==> src/rtl/c_unary_len_pkg.sv <==
// ---------------------------------------------------------------------------
// c_pkg
// Shared types and helpers for the c_cell unary-checker chain and its
// downstream stages.
//   C_DEF_W         : vector width the shared result types are sized for
//   c_len_t         : run-length type, range 0..C_DEF_W
//   c_result_t      : classified result {len, ok}
//   c_len_w()       : run-length width for an arbitrary vector width
//   c_admit_value() : bit value that extends a run for a given polarity
// ---------------------------------------------------------------------------
package c_pkg;

  localparam int C_DEF_W = 8;

  typedef logic [$clog2(C_DEF_W+1)-1:0] c_len_t;

  typedef struct packed {
    c_len_t len;
    logic   ok;
  } c_result_t;

  // Width needed to hold a run length 0..w.
  function automatic int c_len_w(input int w);
    return $clog2(w + 1);
  endfunction

  // Polarity 0: runs are ones followed by zeros. Polarity 1: the inverse.
  function automatic logic c_admit_value(input int is_compliment);
    return (is_compliment == 0) ? 1'b1 : 1'b0;
  endfunction

endpackage

==> src/rtl/c_unary_len_lsb_enc.sv <==
// ---------------------------------------------------------------------------
// c_lsb_enc
// Lowest-set-bit priority encoder. Reusable for any first-edge search.
// Ports:
//   i_vec   [P_W]         : input vector, index 0 has highest priority
//   o_found               : 1 when any bit of i_vec is set
//   o_idx   [clog2(P_W)]  : index of the lowest set bit (0 when none)
// ---------------------------------------------------------------------------
module c_lsb_enc #(
  parameter int P_W   = 8,
  parameter int IDX_W = (P_W > 1) ? $clog2(P_W) : 1
) (
  input  logic [P_W-1:0]   i_vec,
  output logic             o_found,
  output logic [IDX_W-1:0] o_idx
);

  // Scan from the top down so the lowest set bit is the last one written.
  always_comb begin
    o_found = 1'b0;
    o_idx   = '0;
    for (int i = P_W - 1; i >= 0; i--) begin
      if (i_vec[i]) begin
        o_found = 1'b1;
        o_idx   = IDX_W'(i);
      end
    end
  end

endmodule

==> src/rtl/c_unary_len.sv <==
// ---------------------------------------------------------------------------
// c_unary_len
// Registered downstream stage of the c_cell unary-checker chain. Classifies
// each accepted candidate vector into a binary run length plus a legality
// flag, buffers results in a 2-entry FIFO and keeps saturating counts of
// accepted/rejected results as they leave.
//
// Handshake: a transfer happens on a rising edge where valid and ready are
// both high. A producer holding valid keeps its data stable until ready;
// valid never depends on ready. Here input transfer = i_vld & o_rdy, output
// transfer = o_vld & i_rdy. o_rdy looks at i_rdy only when the FIFO is full,
// letting a push land in the slot freed by a same-cycle pop.
//
// Ports:
//   clk, rst      : clock, synchronous active-high reset
//   i_vld / o_rdy : input handshake
//   i_x           : candidate vector, index 0 is the first cell
//   i_is_unary    : per-position o_is_unary from the cell chain
//   i_all_set     : o_all_set of the last cell
//   o_vld / i_rdy : output handshake
//   o_len, o_ok   : head result (run length, legal flag)
//   o_ok_cnt      : saturating count of popped legal results
//   o_err_cnt     : saturating count of popped rejected results
//   i_clr_cnt     : synchronous clear of both counters
//   o_dbg_occ     : FIFO occupancy state (EMPTY/ONE/FULL) for observation
// ---------------------------------------------------------------------------
module c_unary_len
  import c_pkg::*;
#(
  parameter int P_W             = 8,
  parameter int P_IS_COMPLIMENT = 0,
  parameter int P_CNT_W         = 16
) (
  input  logic                         clk,
  input  logic                         rst,
  input  logic                         i_vld,
  output logic                         o_rdy,
  input  logic [P_W-1:0]               i_x,
  input  logic [P_W-1:0]               i_is_unary,
  input  logic                         i_all_set,
  output logic                         o_vld,
  input  logic                         i_rdy,
  output logic [$clog2(P_W+1)-1:0]     o_len,
  output logic                         o_ok,
  output logic [P_CNT_W-1:0]           o_ok_cnt,
  output logic [P_CNT_W-1:0]           o_err_cnt,
  input  logic                         i_clr_cnt,
  output logic [1:0]                   o_dbg_occ
);

  localparam int   LEN_W = c_len_w(P_W);
  localparam int   IDX_W = $clog2(P_W);
  localparam logic ADMIT = c_admit_value(P_IS_COMPLIMENT);

  // Occupancy states of the output buffer.
  localparam logic [1:0] EMPTY = 2'd0;
  localparam logic [1:0] ONE   = 2'd1;
  localparam logic [1:0] FULL  = 2'd2;

  // Same layout as c_result_t, sized for this instance's P_W.
  typedef struct packed {
    logic [LEN_W-1:0] len;
    logic             ok;
  } res_t;

  logic             w_found;
  logic [IDX_W-1:0] w_idx;
  res_t             w_res;
  logic             w_push;
  logic             w_pop;

  res_t             r_mem [2];
  logic             r_wr_ptr;
  logic             r_rd_ptr;
  logic [1:0]       r_occ;
  logic [P_CNT_W-1:0] r_ok_cnt;
  logic [P_CNT_W-1:0] r_err_cnt;

  // -------------------------------------------------------------------------
  // Classification
  // -------------------------------------------------------------------------
  c_lsb_enc #(
    .P_W   (P_W),
    .IDX_W (IDX_W)
  ) u_enc (
    .i_vec   (i_is_unary),
    .o_found (w_found),
    .o_idx   (w_idx)
  );

  // Priority: all_set, then every bit at the admit value, then the first
  // position the chain flagged as a legal run end.
  always_comb begin
    w_res.len = '0;
    w_res.ok  = 1'b0;
    if (i_all_set) begin
      w_res.ok  = 1'b1;
    end else if (i_x == {P_W{ADMIT}}) begin
      w_res.len = LEN_W'(P_W);
      w_res.ok  = 1'b1;
    end else if (w_found) begin
      w_res.len = LEN_W'(w_idx);
      w_res.ok  = 1'b1;
    end
  end

  // -------------------------------------------------------------------------
  // Handshake and 2-entry FIFO
  // -------------------------------------------------------------------------
  assign o_vld  = (r_occ != EMPTY);
  assign o_rdy  = (r_occ != FULL) | ((r_occ == FULL) & i_rdy);
  assign w_push = i_vld & o_rdy;
  assign w_pop  = o_vld & i_rdy;

  assign o_len     = r_mem[r_rd_ptr].len;
  assign o_ok      = r_mem[r_rd_ptr].ok;
  assign o_dbg_occ = r_occ;

  // When full, a push only happens alongside a pop, so writing the slot
  // under the read pointer replaces an entry that is leaving this cycle.
  always_ff @(posedge clk) begin
    if (rst) begin
      r_mem[0] <= '0;
      r_mem[1] <= '0;
      r_wr_ptr <= 1'b0;
      r_rd_ptr <= 1'b0;
    end else begin
      if (w_push) begin
        r_mem[r_wr_ptr] <= w_res;
        r_wr_ptr        <= ~r_wr_ptr;
      end
      if (w_pop) begin
        r_rd_ptr <= ~r_rd_ptr;
      end
    end
  end

  always_ff @(posedge clk) begin
    if (rst) begin
      r_occ <= EMPTY;
    end else begin
      case (r_occ)
        EMPTY: if (w_push) r_occ <= ONE;
        ONE: begin
          if (w_push && !w_pop)      r_occ <= FULL;
          else if (w_pop && !w_push) r_occ <= EMPTY;
        end
        FULL: if (w_pop && !w_push) r_occ <= ONE;
        default: r_occ <= EMPTY;
      endcase
    end
  end

  // -------------------------------------------------------------------------
  // Statistics, counted as results leave the buffer
  // -------------------------------------------------------------------------
  always_ff @(posedge clk) begin
    if (rst || i_clr_cnt) begin
      r_ok_cnt  <= '0;
      r_err_cnt <= '0;
    end else if (w_pop) begin
      if (o_ok) begin
        if (r_ok_cnt != {P_CNT_W{1'b1}}) r_ok_cnt <= r_ok_cnt + 1'b1;
      end else begin
        if (r_err_cnt != {P_CNT_W{1'b1}}) r_err_cnt <= r_err_cnt + 1'b1;
      end
    end
  end

  assign o_ok_cnt  = r_ok_cnt;
  assign o_err_cnt = r_err_cnt;

endmodule
==> config.mk <==
export PLATFORM = sky130hd
export DESIGN_NAME = c_unary_len
export DESIGN_NICKNAME = d
export VERILOG_FILES = /design/src/rtl/c_unary_len_pkg.sv /design/src/rtl/c_unary_len_lsb_enc.sv /design/src/rtl/c_unary_len.sv
export SDC_FILE = /design/constraint.sdc
export NUM_CORES = 1
export LEC_CHECK = 0
export ABC_AREA = 1
export ABC_CLOCK_PERIOD_IN_PS = 2200
export CAP_MARGIN = 10
export CORE_MARGIN = 8
export CORE_UTILIZATION = 35
export CTS_CLUSTER_DIAMETER = 40
export DETAILED_ROUTE_END_ITERATION = 16
export GPL_TIMING_DRIVEN = 0
export MAX_ROUTING_LAYER = met4
export PLACE_DENSITY = 0.71
export SLEW_MARGIN = 20
export SYNTH_ARGS = -nofsm -noshare
export SYNTH_HDL_FRONTEND = slang
export SYNTH_SLANG_ARGS = --single-unit
==> constraint.sdc <==
create_clock -name clk -period 2.2 [get_ports clk]
set_clock_uncertainty 0.1 [all_clocks]
set_input_delay 0.22 -clock clk [delete_from_list [all_inputs] [get_ports clk]]
set_output_delay 0.22 -clock clk [all_outputs]
set_load 0.005 [all_outputs]
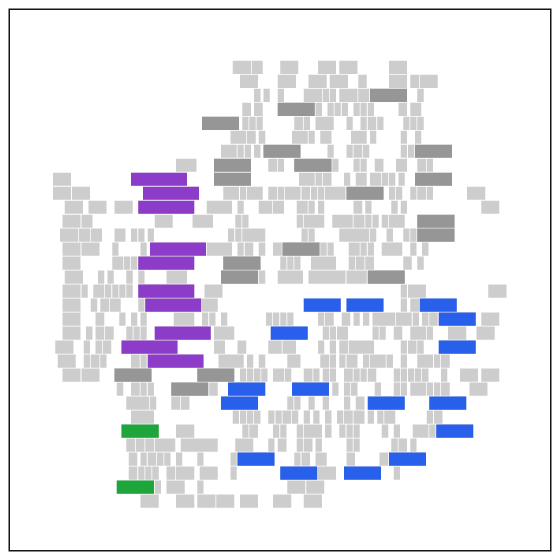
(sequential cells colored by netlist name)
r_mem: in purple, placed flops 10. o_ok_cnt: in blue, placed flops 16. o_dbg_occ: in green, placed flops 2.
flop share of the area: 0.288
FF/Latch Area: 1040 sq um
fin util: 0.470

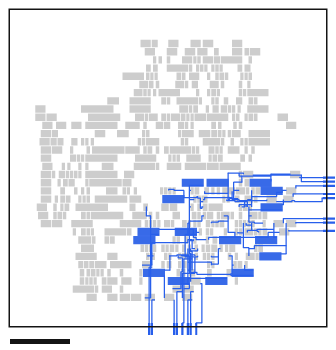
(I/O nets highlighted)
Bar = 20 um.
o_ok_cnt: in blue, bits 16, direction output, edge 8 east, 8 south, end cells 16, buffers 16, wire 813 um.
Top-Level Pins: 63
port buffer count: 62

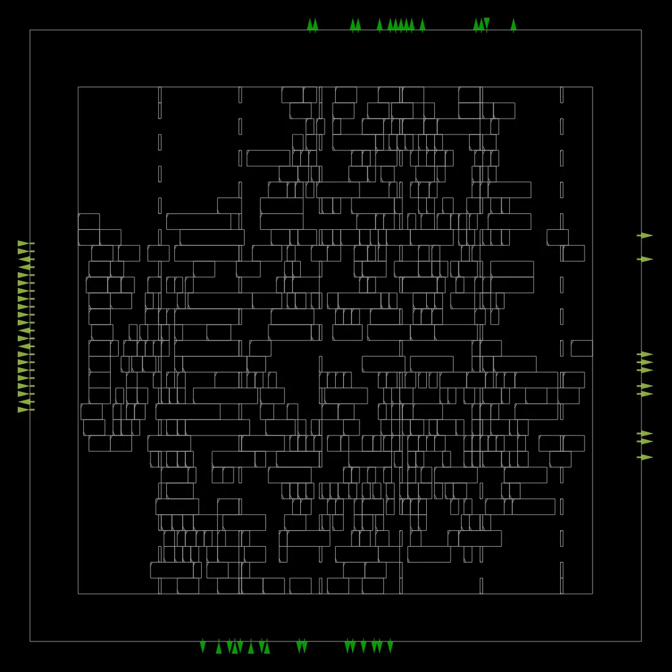
(cell placement)
Core Box Area: 7690 sq um
sequential cells: 47
Tapcells: 102
number of filler cells placed in the layout: 788

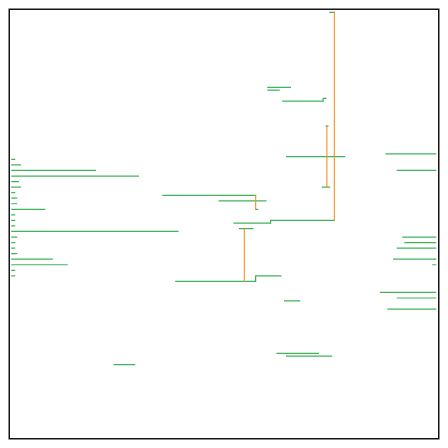
(wiring by layer)
Only two layers are drawn.
metal 4: in orange, wire length 82.3 um. metal 3: in green, wire length 389 um.

cell families (layout without fill, tap and decap cells):
logic type	after synthesis	count (layout)	synth area share
simple gates	246	246	0.397
mux	4	4	0.0163
xor+xnor	12	12	0.0379
compound gates	40	40	0.0826
flops	47	47	0.376
buf+inv	48	118	0.0722
fa+ha+maj	4	4	0.0181
per-layer routing:
metal,track usage,vias to the layer above
li1,-,1435
met2,0.215,61
met3,0.0362,8
met4,0.0367,0
met5,-,-
met1,0.145,1234
flip-flops by register name (all words and copies together), names as in the netlist, named ones only:
register and flops:
r_mem 10, o_dbg_occ 2, r_rd_ptr 1, o_ok_cnt 16, r_wr_ptr 1, o_err_cnt 16
==> reports/writeup.txt <==
The via count of the first global-routing pass is 2,577, and the ratio of total power to cell area is 584 nW/um^2. Overall power consumption after layout is estimated at 0.00211 W. The run gives 0.591 for the max-slew headroom at the worst pin. The vertical die size works out to 105 um. The clock passes through at most 2 buffers. Setup violations remaining at the end of the flow were counted as 0. The number of distinct standard cells referenced by the synthesized netlist was 31; the number of non-clock buffers in the layout was 69.

The run finished with clean final reports. According to the cell report, the number of logic gates is 306. The number of cells on the worst reg-to-reg path was 9. The synthesized netlist occupies a cell area of 2770 sq um.

The longest individual stage delay on the worst path is 470 ps. The logs give 0 for the global route total overflow and 0 for the final antenna diode count. CTS built an H-tree with a depth of 2.

The CTS buffer count is 5. The placed instances occupy a cell area of 3520 sq um. The logs give 1.33 nW for the static leakage and 401 for the number of instances in the synthesized netlist. The run gives 2770 sq um as the area figure in the yosys stat output. At the pin with the least slew margin, the transition time is 613 ps.

The clock network power share is 0.258, and the worst-case register-to-register setup slack is 350 ps. Among cell families on the critical path, the largest total delay comes from flip-flops. The critical path is of the reg -> out type.

In this run the clock root is driven by a sky130_fd_sc_hd__clkbuf_8. Global-route total usage across every layer: 0.128. Total number of clock tree sinks: 47.

The tools report the sequential cell area fraction in the yosys report as 0.376. The tools report the total number of vias as 2,738. Ranking logic cells in the layout by count gives the top entries 125 x sky130_fd_sc_hd__nand2_1, 62 x sky130_fd_sc_hd__clkdlybuf4s50_1, 58 x sky130_fd_sc_hd__nor2_1. Walking the critical path from launch to capture passes 2 cell instances. The combinational share of power is 0.274. Setup repair after global routing left no endpoint under its margin. The initial antenna violation count was 0; the synthesis-stage register bit count was 47. Sorting the synthesized cells by area gives the leading types as sky130_fd_sc_hd__dfxtp_1 27%, sky130_fd_sc_hd__nand2_1 17%, sky130_fd_sc_hd__edfxtp_1 11%. Among all cell classes, the greatest summed area belongs to combinational gates.

Using the TritonRoute via totals, the vias-per-cell ratio works out to 4.78. The count of cells in the finished layout, fillers not included, comes to 573. With the count of final max-slew check failures at 0, the highest clock frequency the design can meet is 517 MHz. The fraction of final layout cells with drive strength greater than 1 works out to 0.0807. The yosys cell count came out at 401. Clock-pin slew was measured on the worst setup and hold paths at 80 ps.

The run gives 0.308 for the switching share of total power. TritonCTS built the clock tree. Share of final layout cell area taken by non-clock buffers: 0.185. Largest area contributor in the synthesized netlist: sky130_fd_sc_hd__dfxtp_1.

Worst hold path class: reg -> reg. The worst hold margin is 360 ps. The tools report the worst min-delay path startpoint as r_rd_ptr$_SDFFE_PP0P_. The count of buffers added by post-CTS timing repair for setup came out at 0.

STA classifies the critical path startpoint as a flop. Summed over all layers, the routed wires come to 6.71 mm. The number of hold buffers added after CTS was 0. The logs give 1880 ps for the endpoint required time on the critical path and 3610 sq um for the post-route cell area. STA classifies the critical path endpoint as an output pin. After detailed routing, the met2 layer carries 3.27 mm of wire. The launching point of the worst reg2reg path is o_err_cnt[0]$_SDFFE_PP0P_.

The run gives 105 um for the width of the die. The worst VDD IR drop from the latest analysis is 0.000258 V. The number of warnings in the stage logs is 27. First-pass iteration count of the detailed router: 6.

The sink of the worst hold path is r_rd_ptr$_SDFFE_PP0P_. Following the worst setup path forward leads to its endpoint at o_len[3]. OpenSTA, run right after detailed placement, puts the worst setup slack at -61.4 ps. With the placer's final routability congestion estimate at 0.851, the accumulated negative setup slack is 0 ps. The final critical-path setup slack is 267 ps. The register share of total power came out at 0.469. The average routed wire per standard cell works out to 11.7 um. Signal routing reaches up to met4. After synthesis, the most frequently instantiated cells are 125 x sky130_fd_sc_hd__nand2_1, 58 x sky130_fd_sc_hd__nor2_1, 38 x sky130_fd_sc_hd__inv_1.

The biggest slice of the total power is consumed by registers. The cell sequence reported for the critical path is mux2_2, clkdlybuf4s50_1. For the clock group, total power comes out at 0.000543 W. The count of routing violations after the opening detailed-route iteration is 106. Including well taps, the total number of placed cells is 565. Row generation in the floorplan step produced 32 rows. The internal power component came out at 0.00146 W. The largest individual stage delay along the critical path comes from the cell sky130_fd_sc_hd__dfxtp_1. Warnings reported by Yosys during synthesis add up to 0. The power report lists the sequential group at 0.000988 W.
Power is estimated from default activity; no workload was simulated.
